==> config.mk <==
export PLATFORM = sky130hd
export DESIGN_NAME = fifo_wr_sched
export DESIGN_NICKNAME = d
export VERILOG_FILES = /design/src/rtl/fifo_wr_sched_pkg.sv /design/src/rtl/fifo_wr_sched_rr_pick.sv /design/src/rtl/fifo_wr_sched.sv
export SDC_FILE = /design/constraint.sdc
export NUM_CORES = 1
export LEC_CHECK = 0
export CAP_MARGIN = 40
export CORE_MARGIN = 1.5
export CORE_UTILIZATION = 43
export CTS_BUF_LIST = sky130_fd_sc_hd__clkbuf_4 sky130_fd_sc_hd__clkbuf_8 sky130_fd_sc_hd__clkbuf_16
export CTS_CLUSTER_SIZE = 30
export DETAILED_ROUTE_END_ITERATION = 10
export GPL_TIMING_DRIVEN = 0
export PLACE_DENSITY_LB_ADDON = 0.08
export SLEW_MARGIN = 20
export SYNTH_ARGS = -nofsm -noshare
export SYNTH_HDL_FRONTEND = slang
export SYNTH_SLANG_ARGS = --single-unit
==> constraint.sdc <==
create_clock -name wclk -period 2.7 [get_ports wclk]
set_clock_uncertainty 0.2 [all_clocks]
set_input_delay 0.27 -clock wclk [delete_from_list [all_inputs] [get_ports wclk]]
set_output_delay 0.27 -clock wclk [all_outputs]
set_load 0.05 [all_outputs]
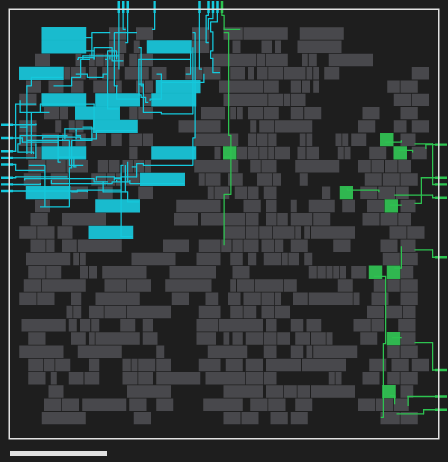
*Port wiring, run 1*
Bar = 20 um.
Green is fifo_wdata, direction output, edge 8 right, 1 top, end cells 9, buffers 9, wire 180 um. Cyan is trunc_cnt, direction output, edge 8 left, 8 top, end cells 16, buffers 16, wire 661 um.
number of port buffers: 93
# IOs: 94

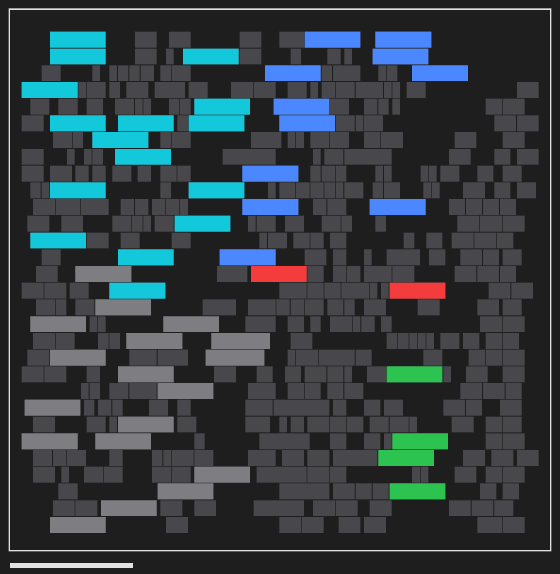
*Register map, names as in the netlist, run 1*
Bar = 20 um.
Green is grant, flops 4, where lower right. Red is r_state, flops 2. Blue is r_len, flops 11, where top centre. Cyan is trunc_cnt, flops 16, where upper left.
end-of-flow core utilization: 0.626
Sequential cell area: 1280 um2
Seq group: 0.000768 W

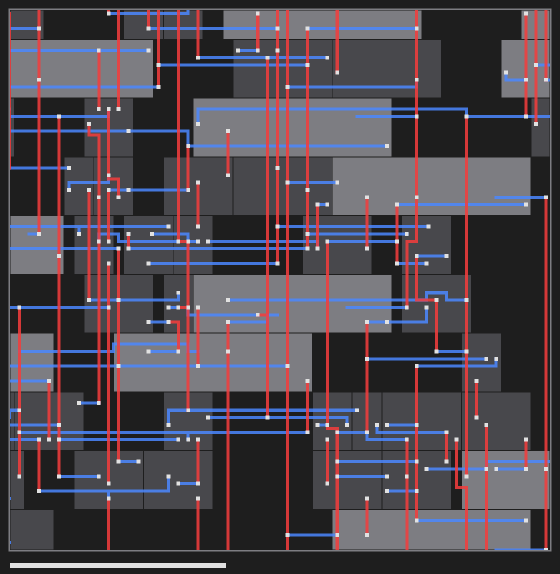
*Layout detail, run 1*
Bar = 10 um. Region (9, 9) to (34, 34) um. Cells in grey, sequential cells in the stronger grey; small squares are vias.
Blue is M1. Red is M2.
33 logic cells have their middle in the window. Most frequent: xnor2_1 (7), dfrtp_1 (6), nand3_1 (5). Sequential cells in the window: 6.

==> job_summary.md, run 1 <==
## Synthesis and layout report

| Metric | Value |
|---|---|
| Unrepaired setup endpoints after global routing | `true` |
| Top delay family on crit path | `multiplexers` |
| GRT Residual Overflow | `0` |
| Buffer count excluding the clock tree in the final layout | `around 110` |
| LEAKAGE | `1.95 nW` |
| Average cell area after synthesis | `10.2 um2` |
| Effective utilization at floorplan | `0.450` |
| TritonCTS sink count | `roughly 51` |
| Busiest layer in global routing | `met2` |
| Number of maximum-capacitance violations | `0` |
| M2 GR Usage | `0.351` |
| Reported net switching power | `0.000287 W` |
| Maximum number of buffers from clock root to sink | `2` |
| Wl on met1 | `3.40 mm` |
| CTS tree | `yes` |
| Unique cell type count in the Yosys netlist | `50` |
| Series of cell instances along the critical path | `buf_6 -> inv_1 -> ha_4 -> mux4_2 -> nor3_4 -> buf_12 -> a22oi_4 -> a21bo_1 -> a21oi_2` |
| Tmin final | `approximately 2.6 ns` |
| Top cell class by occupied area | `logic gates` |
| Slowest Stage Delay on Critical Path | `0.57 ns` |
| Total clock network power | `0.000414 W` |
| Comb pwr share | `0.088` |
| Number of buffers created by CTS | `5` |
| Count of buffers added by post-CTS timing repair for setup | `1` |
| Internal power | `0.00101 W` |
| Run status | `completed` |
| Clock Latency Late Sink | `~0.30 ns` |
| Tot Pwr | `between 0.001 and 0.0015 W` |
| Peak Freq | `380 MHz` |
| Multi-input gate share of total cell area | `0.405` |
| Total Die Area | `7710 um2` |
| Non-Filler Cell Area, Final | `4300 um2` |
| Average routed wire per standard cell | `15.5 um` |
| Count of placed standard cells including taps | `491` |
| Reg-to-reg slack, setup | `~0.07 ns` |
| Met1 Track Usage GR | `0.261` |
| 1st-pass router iterations | `4` |
| 1st-iter DRT viols | `101` |
| #FFs+latches synth | `around 51` |
| Yosys-reported design area after synthesis | `slightly above 3000 um2` |
| Clock-pin slew reported for the worst setup and hold paths after clock tree synthesis | `0.09 ns` |
| Standard-cell rows | `30` |
| Post-Syn Nets | `between 300 and 400` |
### Routing congestion map, run 1

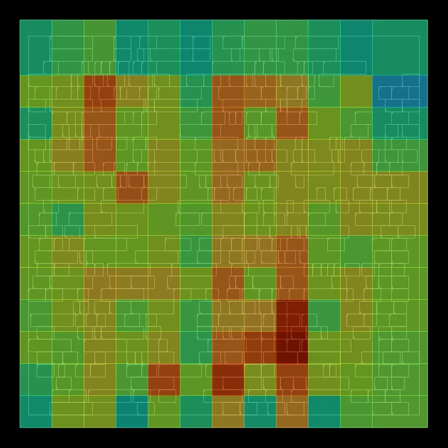

## Run 2: what changed since run 1
--- a/config.mk
+++ b/config.mk
@@ -8,7 +8,6 @@
 export CAP_MARGIN = 40
 export CORE_MARGIN = 1.5
 export CORE_UTILIZATION = 43
-export CTS_BUF_LIST = sky130_fd_sc_hd__clkbuf_4 sky130_fd_sc_hd__clkbuf_8 sky130_fd_sc_hd__clkbuf_16
 export CTS_CLUSTER_SIZE = 30
 export DETAILED_ROUTE_END_ITERATION = 10
 export GPL_TIMING_DRIVEN = 0
==> constraint.sdc (replaced) <==
create_clock -name wclk -period 2.29 [get_ports wclk]
set_clock_uncertainty 0.2 [all_clocks]
set_input_delay 0.229 -clock wclk [delete_from_list [all_inputs] [get_ports wclk]]
set_output_delay 0.229 -clock wclk [all_outputs]
set_load 0.05 [all_outputs]
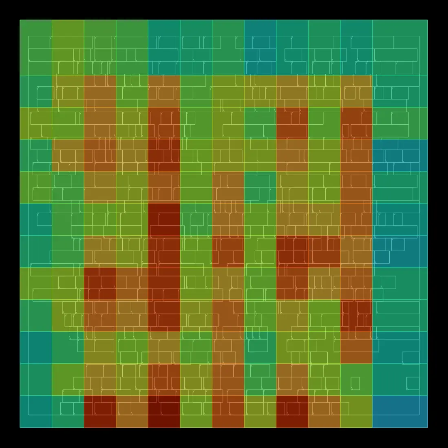
*Routing congestion map, run 2*
end-of-flow core utilization: 0.686
total routing resource utilization after global routing: 0.216
GR Layer Usage met3: 0.0358

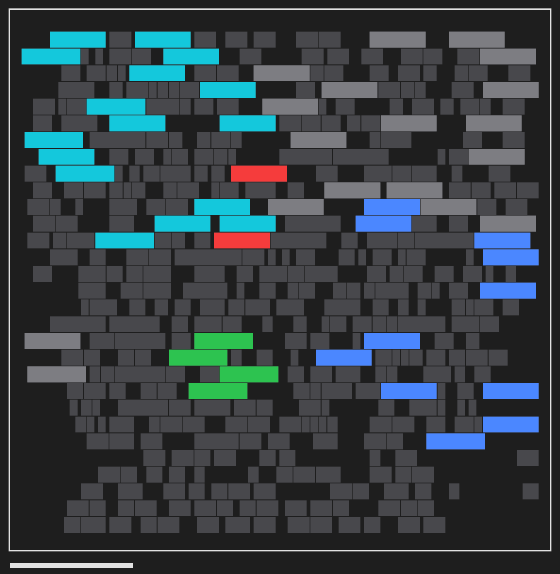
*Register map, names as in the netlist, run 2*
Bar = 20 um.
Green is grant, flops 4. Blue is r_len, flops 11. Cyan is trunc_cnt, flops 16. Red is r_state, flops 2.
Another 18 sequential cells are not coloured.
fraction of area in registers: 0.274
Seq group: 0.000905 W

==> run 2 against run 1 <==
Net effect: the flow now finishes with violations (setup timing); setup slack got worse by 0.25 ns; routed wire length increased by 7.6%; combinational power increased by 26%; critical endpoint unchanged.
==> job_summary.md, run 2 <==
## Synthesis and layout report

| Metric | Value |
|---|---|
| Run status | `finished with violations` |
| Violated checks | `setup timing` |
| Wl on met1 | `3.81 mm (+12%)` |
| TritonCTS sink count | `51 (unchanged)` |
| Number of port buffers | `93 (unchanged)` |
| Reported net switching power | `0.000364 W (+27%)` |
| Clock Latency Late Sink | `0.30 ns (about the same)` |
| Total clock network power | `0.000634 W (+53%)` |
| Internal power | `0.00132 W (+31%)` |
| Top cell class by occupied area | `logic gates` |
| Setup violators final | `16` |
| Non-Filler Cell Area, Final | `4710 um2 (+9.5%)` |
| Clock-pin slew reported for the worst setup and hold paths after clock tree synthesis | `0.09 ns (about the same)` |
| Reg-to-reg slack, setup | `-0.18 ns (-0.25 ns)` |
| CTS tree | `yes` |
| Final critical-path setup slack | `-0.181 ns` |
| Total Die Area | `7710 um2 (unchanged)` |
| Yosys-reported design area after synthesis | `3090 um2 (unchanged)` |
| Unrepaired setup endpoints after global routing | `true` |
| Peak Freq | `405 MHz (+6.4%)` |
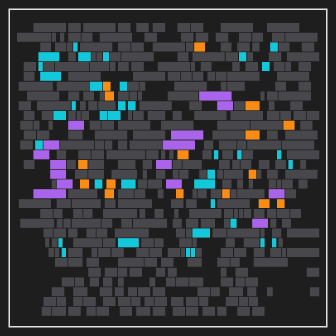
*Gate families picked out, run 2*
Purple is fa/ha/maj cells, cells 15. Orange is and/or cells, cells 16. Cyan is nor cells, cells 36.
top logic cell by instance count in the layout: clkdlybuf4s50_1
multi-input gate share of total cell area: 0.413
post-route non-filler standard cell count: 519

Power is estimated from default activity; no workload was simulated.
